[config.mk]
export PLATFORM = sky130hd
export DESIGN_NAME = mdu_alu_sequencer
export DESIGN_NICKNAME = d
export VERILOG_FILES = /design/src/rtl/mdu_alu_sequencer_pkg.sv /design/src/rtl/mdu_alu_sequencer_alu_port_mux.sv /design/src/rtl/mdu_alu_sequencer.sv
export SDC_FILE = /design/constraint.sdc
export NUM_CORES = 1
export LEC_CHECK = 0
export ABC_AREA = 1
export CAP_MARGIN = 20
export CORE_MARGIN = 4
export CORE_UTILIZATION = 35
export CTS_CLUSTER_SIZE = 30
export DETAILED_ROUTE_END_ITERATION = 8
export GPL_ROUTABILITY_DRIVEN = 0
export SLEW_MARGIN = 40
export SYNTH_ARGS = -nofsm -noshare
export SYNTH_HDL_FRONTEND = slang
export SYNTH_SLANG_ARGS = --single-unit
export TNS_END_PERCENT = 20
[constraint.sdc]
create_clock -name clk -period 3 [get_ports clk]
set_input_delay 0.3 -clock clk [delete_from_list [all_inputs] [get_ports clk]]
set_output_delay 0.3 -clock clk [all_outputs]
set_load 0.05 [all_outputs]
[src/rtl/mdu_alu_sequencer_pkg.sv]
// Shared ALU op codes, multiply/divide op codes and sequencer state encoding
// for the multi-cycle MDU that borrows the core's single ALU.
package mdu_alu_sequencer_pkg;

  localparam logic [3:0] ALU_ADD = 4'b0010;
  localparam logic [3:0] ALU_SUB = 4'b0110;

  typedef enum logic [1:0] {
    MdMult  = 2'b00,
    MdMultu = 2'b01,
    MdDiv   = 2'b10,
    MdDivu  = 2'b11
  } md_op_e;

  typedef enum logic [2:0] {
    StIdle,
    StNegA,
    StNegB,
    StIter,
    StFixLo,
    StFixHi,
    StDone
  } mds_state_e;

  function automatic logic md_is_div(input logic [1:0] op);
    return op[1];
  endfunction

  function automatic logic md_is_signed(input logic [1:0] op);
    return ~op[0];
  endfunction

endpackage

[src/rtl/mdu_alu_sequencer_alu_port_mux.sv]
// ALU port mux: hands the shared ALU to the core when idle, to the MDU
// sequencer while it owns the ALU.
module mdu_alu_sequencer_alu_port_mux #(
  parameter int unsigned W = 32
) (
  input  logic         seq_own_i,
  input  logic [W-1:0] core_in1_i,
  input  logic [W-1:0] core_in2_i,
  input  logic [3:0]   core_op_i,
  input  logic [W-1:0] seq_in1_i,
  input  logic [W-1:0] seq_in2_i,
  input  logic [3:0]   seq_op_i,
  output logic [W-1:0] alu_in1_o,
  output logic [W-1:0] alu_in2_o,
  output logic [3:0]   alu_op_o
);

  always_comb begin
    if (seq_own_i) begin
      alu_in1_o = seq_in1_i;
      alu_in2_o = seq_in2_i;
      alu_op_o  = seq_op_i;
    end else begin
      alu_in1_o = core_in1_i;
      alu_in2_o = core_in2_i;
      alu_op_o  = core_op_i;
    end
  end

endmodule

[src/rtl/mdu_alu_sequencer.sv]
// Multi-cycle MULT/MULTU/DIV/DIVU sequencer. Signed ops work on magnitudes and
// fix up signs afterwards; every arithmetic step goes through the shared ALU.
module mdu_alu_sequencer
  import mdu_alu_sequencer_pkg::*;
#(
  parameter int unsigned W     = 32,
  parameter int unsigned ITERS = 32
) (
  input  logic         clk,
  input  logic         reset,
  input  logic         start,
  input  logic [1:0]   md_op,
  input  logic [W-1:0] rs,
  input  logic [W-1:0] rt,
  input  logic [W-1:0] core_in1,
  input  logic [W-1:0] core_in2,
  input  logic [3:0]   core_op,
  output logic [W-1:0] alu_in1,
  output logic [W-1:0] alu_in2,
  output logic [3:0]   alu_op,
  input  logic [W-1:0] alu_result,
  output logic         busy,
  output logic         done,
  output logic         div_by_zero,
  output logic [W-1:0] hi,
  output logic [W-1:0] lo
);

  localparam int unsigned CntW = $clog2(ITERS);
  localparam logic [CntW-1:0] CntLast = CntW'(ITERS - 1);

  mds_state_e    state_q, state_d;
  logic [CntW-1:0] cnt_q, cnt_d;
  logic [W-1:0]  hi_q, hi_d, lo_q, lo_d;
  logic [W-1:0]  a_q, a_d, b_q, b_d;
  logic          sign_a_q, sign_a_d, sign_b_q, sign_b_d;
  logic          is_div_q, is_div_d, is_signed_q, is_signed_d;
  logic          lo_zero_q, lo_zero_d;
  logic          dbz_q, dbz_d, busy_q, busy_d, done_q, done_d;

  logic [W-1:0]  seq_in1, seq_in2;
  logic [3:0]    seq_op;
  logic [W-1:0]  rem_sh;
  logic          div_ge, negate;

  always_comb begin
    state_d     = state_q;
    cnt_d       = cnt_q;
    hi_d        = hi_q;
    lo_d        = lo_q;
    a_d         = a_q;
    b_d         = b_q;
    sign_a_d    = sign_a_q;
    sign_b_d    = sign_b_q;
    is_div_d    = is_div_q;
    is_signed_d = is_signed_q;
    lo_zero_d   = lo_zero_q;
    dbz_d       = dbz_q;
    seq_in1     = '0;
    seq_in2     = '0;
    seq_op      = ALU_ADD;
    rem_sh      = {hi_q[W-2:0], lo_q[W-1]};
    div_ge      = 1'b0;
    negate      = sign_a_q ^ sign_b_q;

    unique case (state_q)
      StIdle, StDone: begin
        state_d = StIdle;
        if (start) begin
          dbz_d       = 1'b0;
          is_div_d    = md_is_div(md_op);
          is_signed_d = md_is_signed(md_op);
          a_d         = rs;
          b_d         = rt;
          sign_a_d    = 1'b0;
          sign_b_d    = 1'b0;
          cnt_d       = '0;
          if (md_is_div(md_op) && (rt == '0)) begin
            state_d = StDone;
            hi_d    = rs;
            lo_d    = '1;
            dbz_d   = 1'b1;
          end else begin
            // Unsigned ops start iterating next cycle, so seed accumulators now.
            hi_d    = '0;
            lo_d    = md_is_div(md_op) ? rs : rt;
            state_d = md_is_signed(md_op) ? StNegA : StIter;
          end
        end
      end
      StNegA: begin
        seq_in2  = a_q;
        seq_op   = ALU_SUB;
        sign_a_d = a_q[W-1];
        a_d      = a_q[W-1] ? alu_result : a_q;
        if (is_div_q) lo_d = a_d;
        state_d  = StNegB;
      end
      StNegB: begin
        seq_in2  = b_q;
        seq_op   = ALU_SUB;
        sign_b_d = b_q[W-1];
        b_d      = b_q[W-1] ? alu_result : b_q;
        if (!is_div_q) lo_d = b_d;
        hi_d     = '0;
        cnt_d    = '0;
        state_d  = StIter;
      end
      StIter: begin
        if (is_div_q) begin
          seq_in1 = rem_sh;
          seq_in2 = b_q;
          seq_op  = ALU_SUB;
          // A set top bit means the shifted remainder exceeds any W-bit divisor.
          div_ge  = hi_q[W-1] | (rem_sh >= b_q);
          hi_d    = div_ge ? alu_result : rem_sh;
          lo_d    = {lo_q[W-2:0], div_ge};
        end else begin
          seq_in1 = hi_q;
          seq_in2 = lo_q[0] ? a_q : '0;
          seq_op  = ALU_ADD;
          hi_d    = {(alu_result < seq_in2), alu_result[W-1:1]};
          lo_d    = {alu_result[0], lo_q[W-1:1]};
        end
        cnt_d = cnt_q + 1'b1;
        if (cnt_q == CntLast) state_d = is_signed_q ? StFixLo : StDone;
      end
      StFixLo: begin
        seq_in2   = lo_q;
        seq_op    = ALU_SUB;
        lo_zero_d = (lo_q == '0);
        if (negate) lo_d = alu_result;
        state_d   = StFixHi;
      end
      StFixHi: begin
        if (is_div_q) begin
          seq_in2 = hi_q;
          seq_op  = ALU_SUB;
          if (sign_a_q) hi_d = alu_result;
        end else begin
          // Two's complement of the 64-bit product: carry into HI only when LO was 0.
          seq_in1 = ~hi_q;
          seq_in2 = {{(W-1){1'b0}}, lo_zero_q};
          seq_op  = ALU_ADD;
          if (negate) hi_d = alu_result;
        end
        state_d = StDone;
      end
      default: state_d = StIdle;
    endcase

    busy_d = !((state_d == StIdle) || (state_d == StDone));
    done_d = (state_d == StDone);
  end

  always_ff @(posedge clk) begin
    if (reset) begin
      state_q     <= StIdle;
      cnt_q       <= '0;
      hi_q        <= '0;
      lo_q        <= '0;
      a_q         <= '0;
      b_q         <= '0;
      sign_a_q    <= 1'b0;
      sign_b_q    <= 1'b0;
      is_div_q    <= 1'b0;
      is_signed_q <= 1'b0;
      lo_zero_q   <= 1'b0;
      dbz_q       <= 1'b0;
      busy_q      <= 1'b0;
      done_q      <= 1'b0;
    end else begin
      state_q     <= state_d;
      cnt_q       <= cnt_d;
      hi_q        <= hi_d;
      lo_q        <= lo_d;
      a_q         <= a_d;
      b_q         <= b_d;
      sign_a_q    <= sign_a_d;
      sign_b_q    <= sign_b_d;
      is_div_q    <= is_div_d;
      is_signed_q <= is_signed_d;
      lo_zero_q   <= lo_zero_d;
      dbz_q       <= dbz_d;
      busy_q      <= busy_d;
      done_q      <= done_d;
    end
  end

  mdu_alu_sequencer_alu_port_mux #(
    .W (W)
  ) u_alu_port_mux (
    .seq_own_i  (busy_q),
    .core_in1_i (core_in1),
    .core_in2_i (core_in2),
    .core_op_i  (core_op),
    .seq_in1_i  (seq_in1),
    .seq_in2_i  (seq_in2),
    .seq_op_i   (seq_op),
    .alu_in1_o  (alu_in1),
    .alu_in2_o  (alu_in2),
    .alu_op_o   (alu_op)
  );

  assign busy        = busy_q;
  assign done        = done_q;
  assign div_by_zero = dbz_q;
  assign hi          = hi_q;
  assign lo          = lo_q;

endmodule
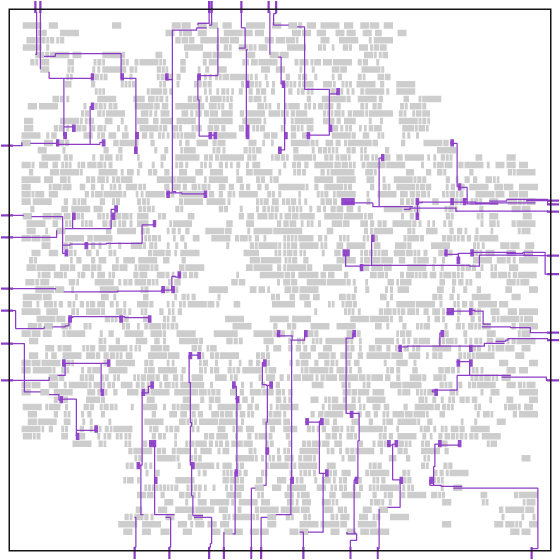
**Above:** run 1 (port wiring).
Purple shows rs, direction input, edge 10 bottom, 8 right, 7 left, 7 top, end cells 96, buffers 32, wire 2230 µm.
number of port buffers: 303
I/O pin total: 304

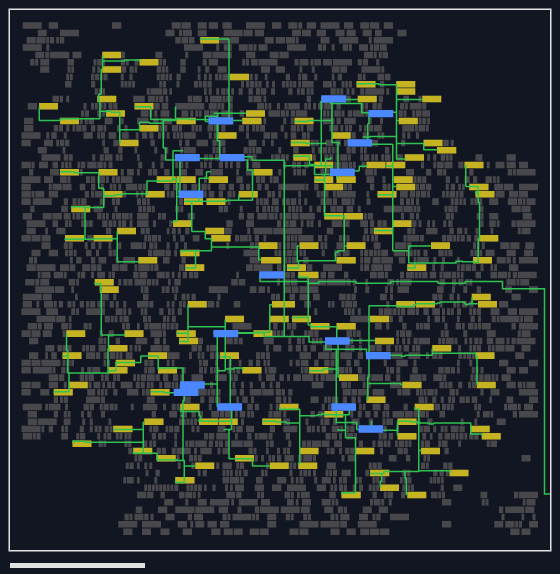
**Above:** run 1 (clock network drawn from the DEF).
The bar under the picture is 50 µm long.
Green shows clock wires, length 2500 µm. Blue shows clock-net drivers, count 17. Yellow shows flip-flops, count 144.
Position of the flops: spread over the die. There are 18 routed clock nets.
Clk Latency, worst-skew pair: 0.45 ns
Clk network pwr share: 17.4%
power in the clock group: 2150 µW

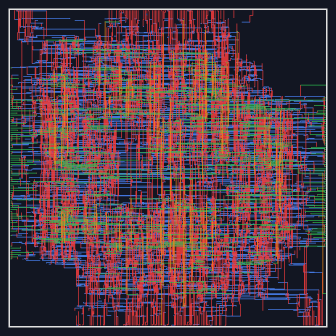
**Above:** run 1 (wiring by layer).
Orange shows M4, wire length 2830 µm. Red shows M2, wire length 29.2 mm. Blue shows M1, wire length 26.3 mm. Green shows M3, wire length 7340 µm.
overall via count from detail_route: 17400
Total GRT Usage: 31.0%

==> summary.txt, run 1 <==
Figures from the implementation reports.

- The highest-count logic cell in the final layout is sky130_fd_sc_hd__nand2_1.
- The number of cells on the worst reg-to-reg path is 16.
- The clock input transition at the sequential cells of the worst setup and hold paths is 0.07 ns.
- The storage element area reads about 2900 µm².
- The fill cell instance count of the final layout is between 3000 and 4000.
- The overall die size recorded for this design is ~40000 µm².
- Setup repair after global routing left no endpoint under its margin.
- The number of synthesized flops with an enable pin reads 0.
- The worst setup slack after placement is -0.000220 ns.
- Detailed placement finished with a half-perimeter wire length of 44.2 mm.
- After detailed routing, the met2 layer carries 29.2 mm of wire.
- The switching part of the total reads between 50% and 60%.
- The most common logic cells in the final layout are sky130_fd_sc_hd__nand2_1, sky130_fd_sc_hd__nor2_1, sky130_fd_sc_hd__clkdlybuf4s50_1.
- The power of the combinational group reads roughly 7400 µW.
- Cells with a size suffix above 1 make up 8.71% of the layout.
- The synthesis run shows multiplexers occupying less than 1% of the cell area.
- The flow ran to the end, and the final reports show no timing, DRC or antenna violations.
- The iteration tally of the first detailed-router pass reads 8.
- The worst path meets setup with ~0.091 ns of slack.
- The placed cell area reads 17100 µm².
- The number of non-clock inverters is 184.
- The number of instances in the placed design is 2845.
- The sequential share of power is between 20% and 30%.
- The maximum operating frequency is between 0.3 and 0.4 GHz.
- The average instance in the mapped netlist occupies 5.96 µm².
- The clock network takes up 3.13% of total cell area after layout.
- The average detailed-routed wire length per instance is 22.8 µm.
- The remaining global-route overflow is 0.
- The cell area power density reads ~690 nW/µm².
- Counting instances in the post-synthesis netlist gives the leading cell types as sky130_fd_sc_hd__nand2_1, sky130_fd_sc_hd__nor2_1, sky130_fd_sc_hd__o21ai_0, sky130_fd_sc_hd__a21oi_1, sky130_fd_sc_hd__inv_1.
## run 1: worst max-delay path by stage
| stage | end | slack, ns | cells after the start |
|---|---|---|---|
| 2_1_floorplan | alu_in2[11] | 0.11 | 6 |
| 3_3_place_gp | alu_in2[15] | 0.02 | 9 |
| 3_5_place_dp | alu_in2[15] | -0.0002 | 9 |
| 4_1_cts | alu_in2[11] | 0.002 | 8 |
| 5_1_grt | alu_in2[9] | 0.02 | 9 |
| 6_report | alu_in2[15] | 0.09 | 10 |
## run 1: tightest hold or removal path: cells and delay by family, from the launching register on
| family | cells | cell delay (ns) |
|---|---|---|
| DFF | 1 | 0.31 |
| AOI/OAI and AO/OA | 1 | 0.05 |
| and+or+nand+nor | 1 | 0.06 |
## Run 2: what changed since run 1
--- a/config.mk
+++ b/config.mk
@@ -5,13 +5,14 @@
 export SDC_FILE = /design/constraint.sdc
 export NUM_CORES = 1
 export LEC_CHECK = 0
-export ABC_AREA = 1
+export ABC_CLOCK_PERIOD_IN_PS = 3000
 export CAP_MARGIN = 20
 export CORE_MARGIN = 4
 export CORE_UTILIZATION = 35
 export CTS_CLUSTER_SIZE = 30
 export DETAILED_ROUTE_END_ITERATION = 8
 export GPL_ROUTABILITY_DRIVEN = 0
+export GPL_TIMING_DRIVEN = 0
 export SLEW_MARGIN = 40
 export SYNTH_ARGS = -nofsm -noshare
 export SYNTH_HDL_FRONTEND = slang
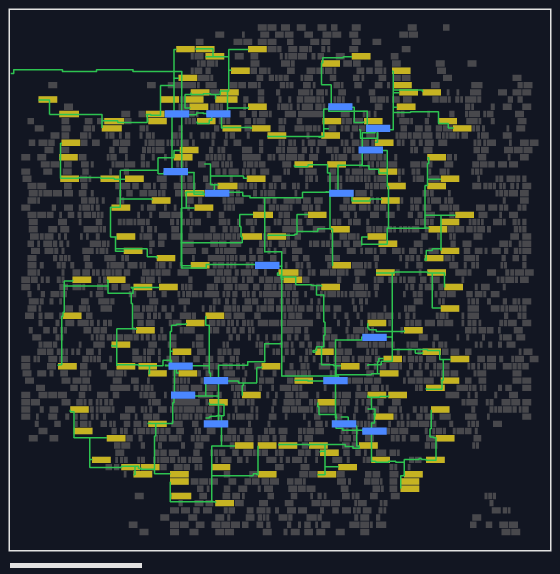
**Above:** run 2 (clock network drawn from the DEF).
The bar under the picture is 50 µm long.
Blue shows clock-net drivers, count 17. Green shows clock wires, length 2520 µm. Yellow shows flip-flops, count 144.
There are 18 routed clock nets.
maximum clock skew at final layout: 0.0119 ns
power in the clock group: 2250 µW

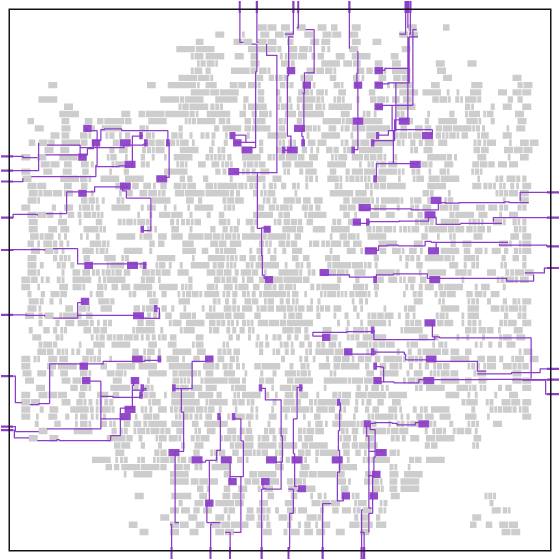
**Above:** run 2 (port wiring).
Purple shows rs, direction input, edge 9 left, 8 top, 8 bottom, 7 right, end cells 96, buffers 32, wire 2540 µm.
number of port buffers: 301

==> summary.txt, run 2 <==
Figures from the implementation reports.

- Averaged over all synthesized cells, the footprint is 7.01 µm².
- In the placement report, post-DP HPWL is listed as between 50 and 60 mm.
- The number of non-clock inverters is 37.
- The share of final layout cell area taken by clock buffers and inverters reads under 10%.
- The area fraction in mux cells is 12.2%.
- The cell area power density reads 524 nW/µm².
- OpenSTA, run right after detailed placement, puts the worst setup slack at -1.20 ns.
- The number of instances in the placed design is 2726.
- The total global-route track usage reads 34.9%.
- The flow ran to the end, but the final reports show violations.
- The library cells used most frequently in the layout, excluding fill and tap cells, are sky130_fd_sc_hd__nand2_1, sky130_fd_sc_hd__clkdlybuf4s50_1, sky130_fd_sc_hd__nor2_1.
- The clock input transition at the sequential cells of the worst setup and hold paths is 0.06 ns.
- The final setup slack of the worst path reads -0.0882 ns.
- Yosys reports that the most numerous cell types are sky130_fd_sc_hd__nand2_1, sky130_fd_sc_hd__nor2_1, sky130_fd_sc_hd__a21oi_1, sky130_fd_sc_hd__dfxtp_1, sky130_fd_sc_hd__clkbuf_1.
- The fill cell instance count of the final layout reads 3819.
- Summing over every cut layer, the via total after detailed routing is between 15000 and 20000.
- The iteration tally of the first detailed-router pass reads 6.
- The average detailed-routed wire length per instance is approximately 28 µm.
- The worst-skew pair later-pin latency reads around 0.46 ns.
- The final tally of setup violations reads 39.
- The storage element area reads 2900 µm².
- Global routing finished with a remaining overflow of 0.
- The number of synthesized flops with an enable pin reads 0.
- Setup repair after global routing could not meet its margin everywhere.
- The final reports fail on setup timing.
- The die covers 41500 µm².
-- run 2: path summary, 6_finish.rpt --
path / startpoint / to / slack [ns] / cells past startpoint
max: state_q[2] / alu_in1[22] / -0.09 / 10
min: alu_result[0] / a_q[0] / 0.33 / 3
max reg2reg: lo[0] / hi[31] / -0.05 / 11
min reg2reg: div_by_zero / div_by_zero / 0.48 / 2
-- run 2: layer usage --
layer / up-vias / wire [µm] / global-route usage (%)
met2: 1487 / 32500 / 53.1
li1: 7662 / - / -
met3: 344 / 10000 / 11.2
met4: 4 / 4810 / 19.2
met5: - / 32 / 0
met1: 8242 / 29200 / 43.9
-- run 2: power breakdown --
| group | switching, µW | internal, µW | total, µW |
|---|---|---|---|
| Sequential | 410 | 2140 | 2550 |
| Clock | 1000 | 1250 | 2250 |
| Combinational | 2990 | 1630 | 4610 |
Power and IR drop assume default switching activity.
